<file path="src/rtl/alu_operand_loader_pkg.sv">
// Shared constants and state encoding for the ALU operand loader.
// The display stage decodes State for LEDs using the same enum.
package alu_operand_loader_pkg;

  localparam int DATA_W = 32;
  localparam int SW_W   = 8;
  localparam int BYTES  = DATA_W / SW_W;

  typedef enum logic [1:0] {
    LOAD_A = 2'd0,
    LOAD_B = 2'd1,
    EXEC   = 2'd2,
    SHOW   = 2'd3
  } state_e;

endpackage

</file>
<file path="src/rtl/alu_operand_loader_operand_shreg.sv">
// Operand shift register: shifts one switch byte in at the LSB end.
// Synchronous clear has priority over the load enable.
module operand_shreg
  import alu_operand_loader_pkg::*;
(
  input  logic              clk_i,
  input  logic              clr_i,
  input  logic              en_i,
  input  logic [SW_W-1:0]   din_i,
  output logic [DATA_W-1:0] q_o
);

  logic [DATA_W-1:0] q_q;

  always_ff @(posedge clk_i) begin
    if (clr_i) begin
      q_q <= '0;
    end else if (en_i) begin
      q_q <= {q_q[DATA_W-SW_W-1:0], din_i};
    end
  end

  assign q_o = q_q;

endmodule

</file>
<file path="src/rtl/alu_operand_loader.sv">
// Byte-wise operand sequencer in front of the 32-bit ALU.
// Loads A then B MSB first, evaluates for one cycle, captures result.
module alu_operand_loader
  import alu_operand_loader_pkg::*;
(
  input  logic              CLK,
  input  logic              RST_N,
  input  logic [SW_W-1:0]   SW,
  input  logic              Load,
  input  logic              Clear,
  input  logic [2:0]        OpSel,
  output logic [DATA_W-1:0] AA,
  output logic [DATA_W-1:0] BB,
  output logic [2:0]        ALU_OP,
  input  logic [DATA_W-1:0] F,
  input  logic              ZF,
  input  logic              OF,
  output logic [DATA_W-1:0] Result,
  output logic              ResZF,
  output logic              ResOF,
  output logic              Valid,
  output logic [1:0]        State,
  output logic [1:0]        ByteIdx
);

  state_e            state_q, state_d;
  logic [1:0]        idx_q, idx_d;
  logic [2:0]        op_q, op_d;
  logic [DATA_W-1:0] res_q, res_d;
  logic              zf_q, zf_d;
  logic              of_q, of_d;
  logic              valid_q, valid_d;
  logic              ld_a, ld_b, clr_ops;
  logic              last_byte;

  assign last_byte = (idx_q == 2'(BYTES - 1));

  always_comb begin
    state_d = state_q;
    idx_d   = idx_q;
    op_d    = op_q;
    res_d   = res_q;
    zf_d    = zf_q;
    of_d    = of_q;
    valid_d = valid_q;
    ld_a    = 1'b0;
    ld_b    = 1'b0;
    clr_ops = 1'b0;
    unique case (state_q)
      LOAD_A: if (Load) begin
        ld_a = 1'b1;
        if (last_byte) begin
          idx_d   = '0;
          state_d = LOAD_B;
        end else begin
          idx_d = idx_q + 2'd1;
        end
      end
      LOAD_B: if (Load) begin
        ld_b = 1'b1;
        if (last_byte) begin
          idx_d   = '0;
          op_d    = OpSel;
          state_d = EXEC;
        end else begin
          idx_d = idx_q + 2'd1;
        end
      end
      EXEC: begin
        res_d   = F;
        zf_d    = ZF;
        of_d    = OF;
        valid_d = 1'b1;
        state_d = SHOW;
      end
      SHOW: if (Load) begin
        // Restart pulse only; no byte is taken from SW.
        clr_ops = 1'b1;
        idx_d   = '0;
        valid_d = 1'b0;
        state_d = LOAD_A;
      end
      default: state_d = LOAD_A;
    endcase
    if (Clear) begin
      ld_a    = 1'b0;
      ld_b    = 1'b0;
      clr_ops = 1'b1;
      idx_d   = '0;
      op_d    = '0;
      res_d   = '0;
      zf_d    = 1'b0;
      of_d    = 1'b0;
      valid_d = 1'b0;
      state_d = LOAD_A;
    end
  end

  always_ff @(posedge CLK) begin
    if (!RST_N) begin
      state_q <= LOAD_A;
      idx_q   <= '0;
      op_q    <= '0;
      res_q   <= '0;
      zf_q    <= 1'b0;
      of_q    <= 1'b0;
      valid_q <= 1'b0;
    end else begin
      state_q <= state_d;
      idx_q   <= idx_d;
      op_q    <= op_d;
      res_q   <= res_d;
      zf_q    <= zf_d;
      of_q    <= of_d;
      valid_q <= valid_d;
    end
  end

  operand_shreg u_shreg_a (
    .clk_i (CLK),
    .clr_i (!RST_N || clr_ops),
    .en_i  (ld_a),
    .din_i (SW),
    .q_o   (AA)
  );

  operand_shreg u_shreg_b (
    .clk_i (CLK),
    .clr_i (!RST_N || clr_ops),
    .en_i  (ld_b),
    .din_i (SW),
    .q_o   (BB)
  );

  assign ALU_OP  = op_q;
  assign Result  = res_q;
  assign ResZF   = zf_q;
  assign ResOF   = of_q;
  assign Valid   = valid_q;
  assign State   = state_q;
  assign ByteIdx = idx_q;

endmodule

</file>
<file path="config.mk">
export PLATFORM = sky130hd
export DESIGN_NAME = alu_operand_loader
export DESIGN_NICKNAME = d
export VERILOG_FILES = /design/src/rtl/alu_operand_loader_pkg.sv /design/src/rtl/alu_operand_loader_operand_shreg.sv /design/src/rtl/alu_operand_loader.sv
export SDC_FILE = /design/constraint.sdc
export NUM_CORES = 1
export LEC_CHECK = 0
export CELL_PAD_IN_SITES_DETAIL_PLACEMENT = 1
export CELL_PAD_IN_SITES_GLOBAL_PLACEMENT = 2
export CORE_ASPECT_RATIO = 1.75
export CORE_MARGIN = 2
export CORE_UTILIZATION = 27
export DETAILED_ROUTE_END_ITERATION = 12
export PLACE_DENSITY_LB_ADDON = 0.1
export SYNTH_ARGS = -nofsm -noshare
export SYNTH_HDL_FRONTEND = slang
export SYNTH_SLANG_ARGS = --single-unit
</file>
<file path="constraint.sdc">
create_clock -name CLK -period 2.72 [get_ports CLK]
set_input_delay 0.68 -clock CLK [delete_from_list [all_inputs] [get_ports CLK]]
set_output_delay 0.68 -clock CLK [all_outputs]
set_load 0.02 [all_outputs]
</file>
Figure 1. M3 wires (run 1).
Scale: 2 px per µm. Cells faint in the background.
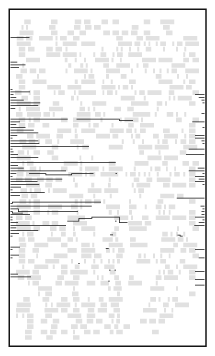
main direction: horizontal
share of all routed wire: 7.1%
longest straight run: 52.2 µm
nets with wire on the layer: 98
wire length on this layer: 834 µm

Figure 2. Congestion heat map (run 1).
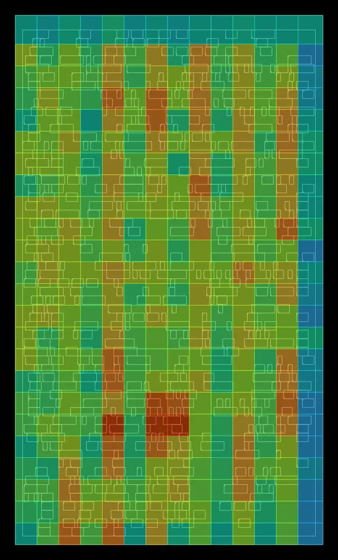
Layout Utilization: 0.413
GR Util met1: 0.155
met3 usage in global routing: 0.0473

Figure 3. Sequential cells coloured by netlist name (run 1).
Scale: 2 px per µm. Other sequential cells in the stronger grey, the rest of the logic in the fainter grey.
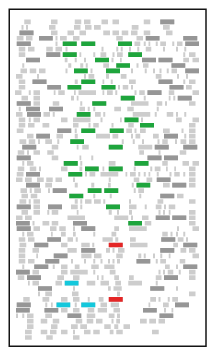
[ALU_OP] cyan | flops: 3
[ByteIdx] red | flops: 2
[u_shreg_a.q_o] green | flops: 32

==> CHANGELOG.md, run 1 <==
### Changed

- Result of the run: completed
- Final non-filler cell total: 781
- Commonest cells in the netlist: sky130_fd_sc_hd__nand2_1, sky130_fd_sc_hd__dfxtp_1, sky130_fd_sc_hd__a21oi_2
- Count of inserted antenna diode cells: 0
- Number of endpoints failing setup at the final stage: 0
- Hold Crit Start: u_shreg_a.q_o[30]
- Worst-case reg-to-reg path depth: 4
- Total of cells resized after clock tree synthesis: 0
- Most used cells in the layout excluding fill and tap cells: sky130_fd_sc_hd__clkdlybuf4s50_1, sky130_fd_sc_hd__nand2_1, sky130_fd_sc_hd__dfxtp_1
- Class of the tightest hold or removal check: flip-flop to flip-flop
- Share of final layout cell area taken by clock buffers and inverters: 0.0470
- Part of the total power dissipated in combinational logic: 0.057
- FF-to-FF End: Result[11]
- Global-route wire length before repair: 19.1 mm
- Post-layout total power: 3.00 mW
- Setup WS post-layout: 0.488 ns
- Share of flip-flops with an asynchronous set or reset: 0
- Antenna violation net count after detailed routing: 0
- Initial drt markers: 71
- Share of cell area taken by muxes after synthesis: 0.0997
- Lkg Pwr: 1.95 nW
- WP depth: 1
- Combinational cell area excluding buffers and inverters: 1810 µm²
- XOR-XNOR Cells, Area Fraction: 0
- Count of maximum capacitance violations: 0
- Busiest grt layer: met2
- Clock tree root driver cell: sky130_fd_sc_hd__clkbuf_16
- Post-synth EDFFs: 0
- Element type at the critical path start: flip-flop
- Min cycle time layout: 2.23 ns
- Final Max-Slew Violation Tally: 0
- Total tool warning count: 31
- Combinational family with the most area after synthesis: simple AND/OR/NAND/NOR gates
- Crit path buf inv count: 1
- Area occupied by registers: 2120 µm²
- P per Cell Area: 487 nW/µm²
- Fmax: 448 MHz
Figure 4. Signal wires by layer (run 1).
Scale: 2 px per µm.
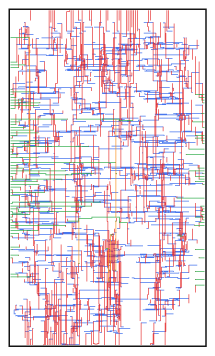

==> run 1 -> run 2 <==
--- a/config.mk
+++ b/config.mk
@@ -9,7 +9,7 @@
 export CELL_PAD_IN_SITES_GLOBAL_PLACEMENT = 2
 export CORE_ASPECT_RATIO = 1.75
 export CORE_MARGIN = 2
-export CORE_UTILIZATION = 27
+export CORE_UTILIZATION = 25
 export DETAILED_ROUTE_END_ITERATION = 12
 export PLACE_DENSITY_LB_ADDON = 0.1
 export SYNTH_ARGS = -nofsm -noshare
==> constraint.sdc (replaced) <==
create_clock -name CLK -period 2.25 [get_ports CLK]
set_input_delay 0.5625 -clock CLK [delete_from_list [all_inputs] [get_ports CLK]]
set_output_delay 0.5625 -clock CLK [all_outputs]
set_load 0.02 [all_outputs]
Figure 5. Signal wires by layer (run 2).
Scale: 2 px per µm.
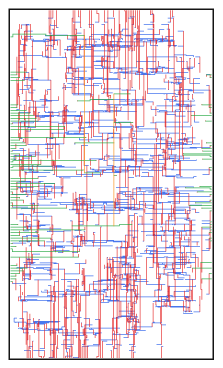
[M1] blue | wire length: 4,940 µm
[M4] orange | wire length: 135 µm
[M3] green | wire length: 942 µm
[M2] red | wire length: 6,000 µm

==> CHANGELOG.md, run 2 <==
### Changed

- Total of cells resized after clock tree synthesis: 0 (unchanged)
- Class of the tightest hold or removal check: flip-flop to flip-flop (unchanged)
- Share of flip-flops with an asynchronous set or reset: 0 (unchanged)
- Part of the total power dissipated in combinational logic: 0.057 (about the same)
- Antenna violation net count after detailed routing: 0 (unchanged)
- Post-synth EDFFs: 0 (unchanged)
- GR Util met1: 0.166 (was 0.155)
- P per Cell Area: 599 nW/µm² (was 487 nW/µm²)
- Met3 usage in global routing: 0.0535 (was 0.0473)
- Result of the run: completed (unchanged)
- Count of inserted antenna diode cells: 0 (unchanged)
- Total tool warning count: 31 (unchanged)
- Fmax: 477 MHz
- Worst-case reg-to-reg path depth: 4 (unchanged)
- Final non-filler cell total: 789 (was 781)
- Element type at the critical path start: flip-flop (unchanged)
- FF-to-FF End: State[1] (was Result[11])
- Final Max-Slew Violation Tally: 0 (unchanged)
- Initial drt markers: 84 (was 71)
- Min cycle time layout: 2.10 ns
- Hold Crit Start: u_shreg_a.q_o[28] (was u_shreg_a.q_o[30])
- Combinational family with the most area after synthesis: simple AND/OR/NAND/NOR gates (unchanged)
- Lkg Pwr: 1.96 nW (was 1.95 nW)
- Most used cells in the layout excluding fill and tap cells: sky130_fd_sc_hd__clkdlybuf4s50_1, sky130_fd_sc_hd__nand2_1, sky130_fd_sc_hd__dfxtp_1 (unchanged)
- Area occupied by registers: 2120 µm² (unchanged)
- WP depth: 1 (unchanged)
- Count of maximum capacitance violations: 0 (unchanged)
- XOR-XNOR Cells, Area Fraction: 0 (unchanged)
- Combinational cell area excluding buffers and inverters: 1810 µm² (unchanged)
- Number of endpoints failing setup at the final stage: 0 (unchanged)
- Commonest cells in the netlist: sky130_fd_sc_hd__nand2_1, sky130_fd_sc_hd__dfxtp_1, sky130_fd_sc_hd__a21oi_2 (unchanged)
Figure 6. Congestion heat map (run 2).
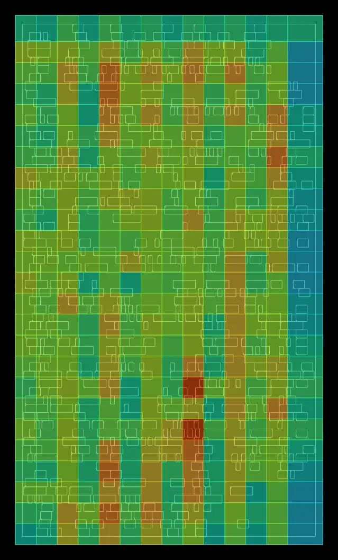

==> run 2 -> run 3 <==
--- a/config.mk
+++ b/config.mk
@@ -9,7 +9,7 @@
 export CELL_PAD_IN_SITES_GLOBAL_PLACEMENT = 2
 export CORE_ASPECT_RATIO = 1.75
 export CORE_MARGIN = 2
-export CORE_UTILIZATION = 25
+export CORE_UTILIZATION = 27
 export DETAILED_ROUTE_END_ITERATION = 12
 export PLACE_DENSITY_LB_ADDON = 0.1
 export SYNTH_ARGS = -nofsm -noshare
==> constraint.sdc (replaced) <==
create_clock -name CLK -period 2.7 [get_ports CLK]
set_input_delay 0.675 -clock CLK [delete_from_list [all_inputs] [get_ports CLK]]
set_output_delay 0.675 -clock CLK [all_outputs]
set_load 0.02 [all_outputs]
Figure 7. Congestion heat map (run 3).
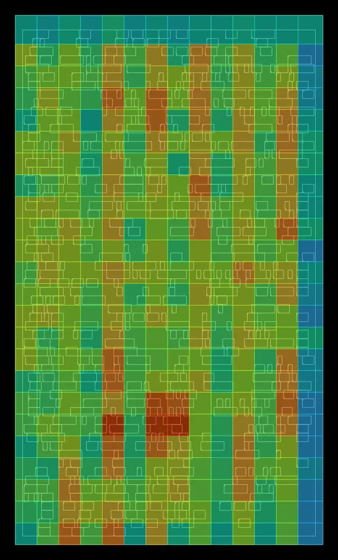
busiest grt layer: met2
Total Routing Usage GR: 0.142
GR met2 Demand/Resource: 0.252
Wirelength per Cell: 15.0 µm

==> CHANGELOG.md, run 3 <==
### Changed

- Result of the run: completed (unchanged)
- GR Util met1: 0.155 (was 0.166)
- WP depth: 1 (unchanged)
- Antenna violation net count after detailed routing: 0 (unchanged)
- XOR-XNOR Cells, Area Fraction: 0 (unchanged)
- FF-to-FF End: Result[11] (was State[1])
- Lkg Pwr: 1.95 nW (was 1.96 nW)
- Setup WS post-layout: 0.473 ns (was 0.155 ns)
- Part of the total power dissipated in combinational logic: 0.057 (about the same)
- Commonest cells in the netlist: sky130_fd_sc_hd__nand2_1, sky130_fd_sc_hd__dfxtp_1, sky130_fd_sc_hd__a21oi_2 (unchanged)
- Global-route wire length before repair: 19.1 mm (was 19.6 mm)
- Combinational family with the most area after synthesis: simple AND/OR/NAND/NOR gates (unchanged)
- Count of maximum capacitance violations: 0 (unchanged)
- Clock tree root driver cell: sky130_fd_sc_hd__clkbuf_16 (unchanged)
- Total tool warning count: 31 (unchanged)
- P per Cell Area: 491 nW/µm² (was 599 nW/µm²)
- Fmax: 449 MHz
- Post-synth EDFFs: 0 (unchanged)
- Met3 usage in global routing: 0.0473 (was 0.0535)
- Layout Utilization: 0.413 (was 0.380)
- Crit path buf inv count: 1 (unchanged)
- Element type at the critical path start: flip-flop (unchanged)
- Number of endpoints failing setup at the final stage: 0 (unchanged)
- Share of final layout cell area taken by clock buffers and inverters: 0.0470 (was 0.0491)

==> notes/layouts.md <==
Pictures saved along the way, in no particular order.

Clock wires, drivers and flops.
Scale: 3 px per µm.
picture 1
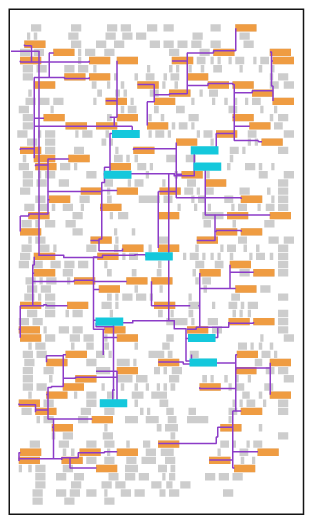
picture 2
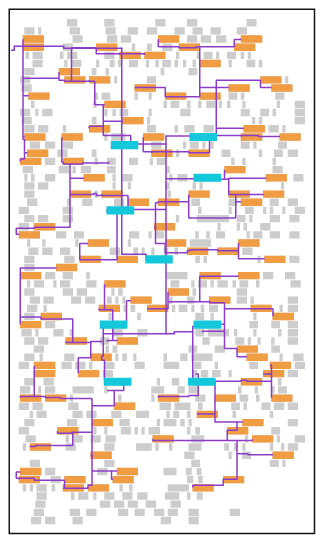
picture 2: run 2
picture 1: run 1

No activity file was given, so power comes from the tool's default toggle rates.
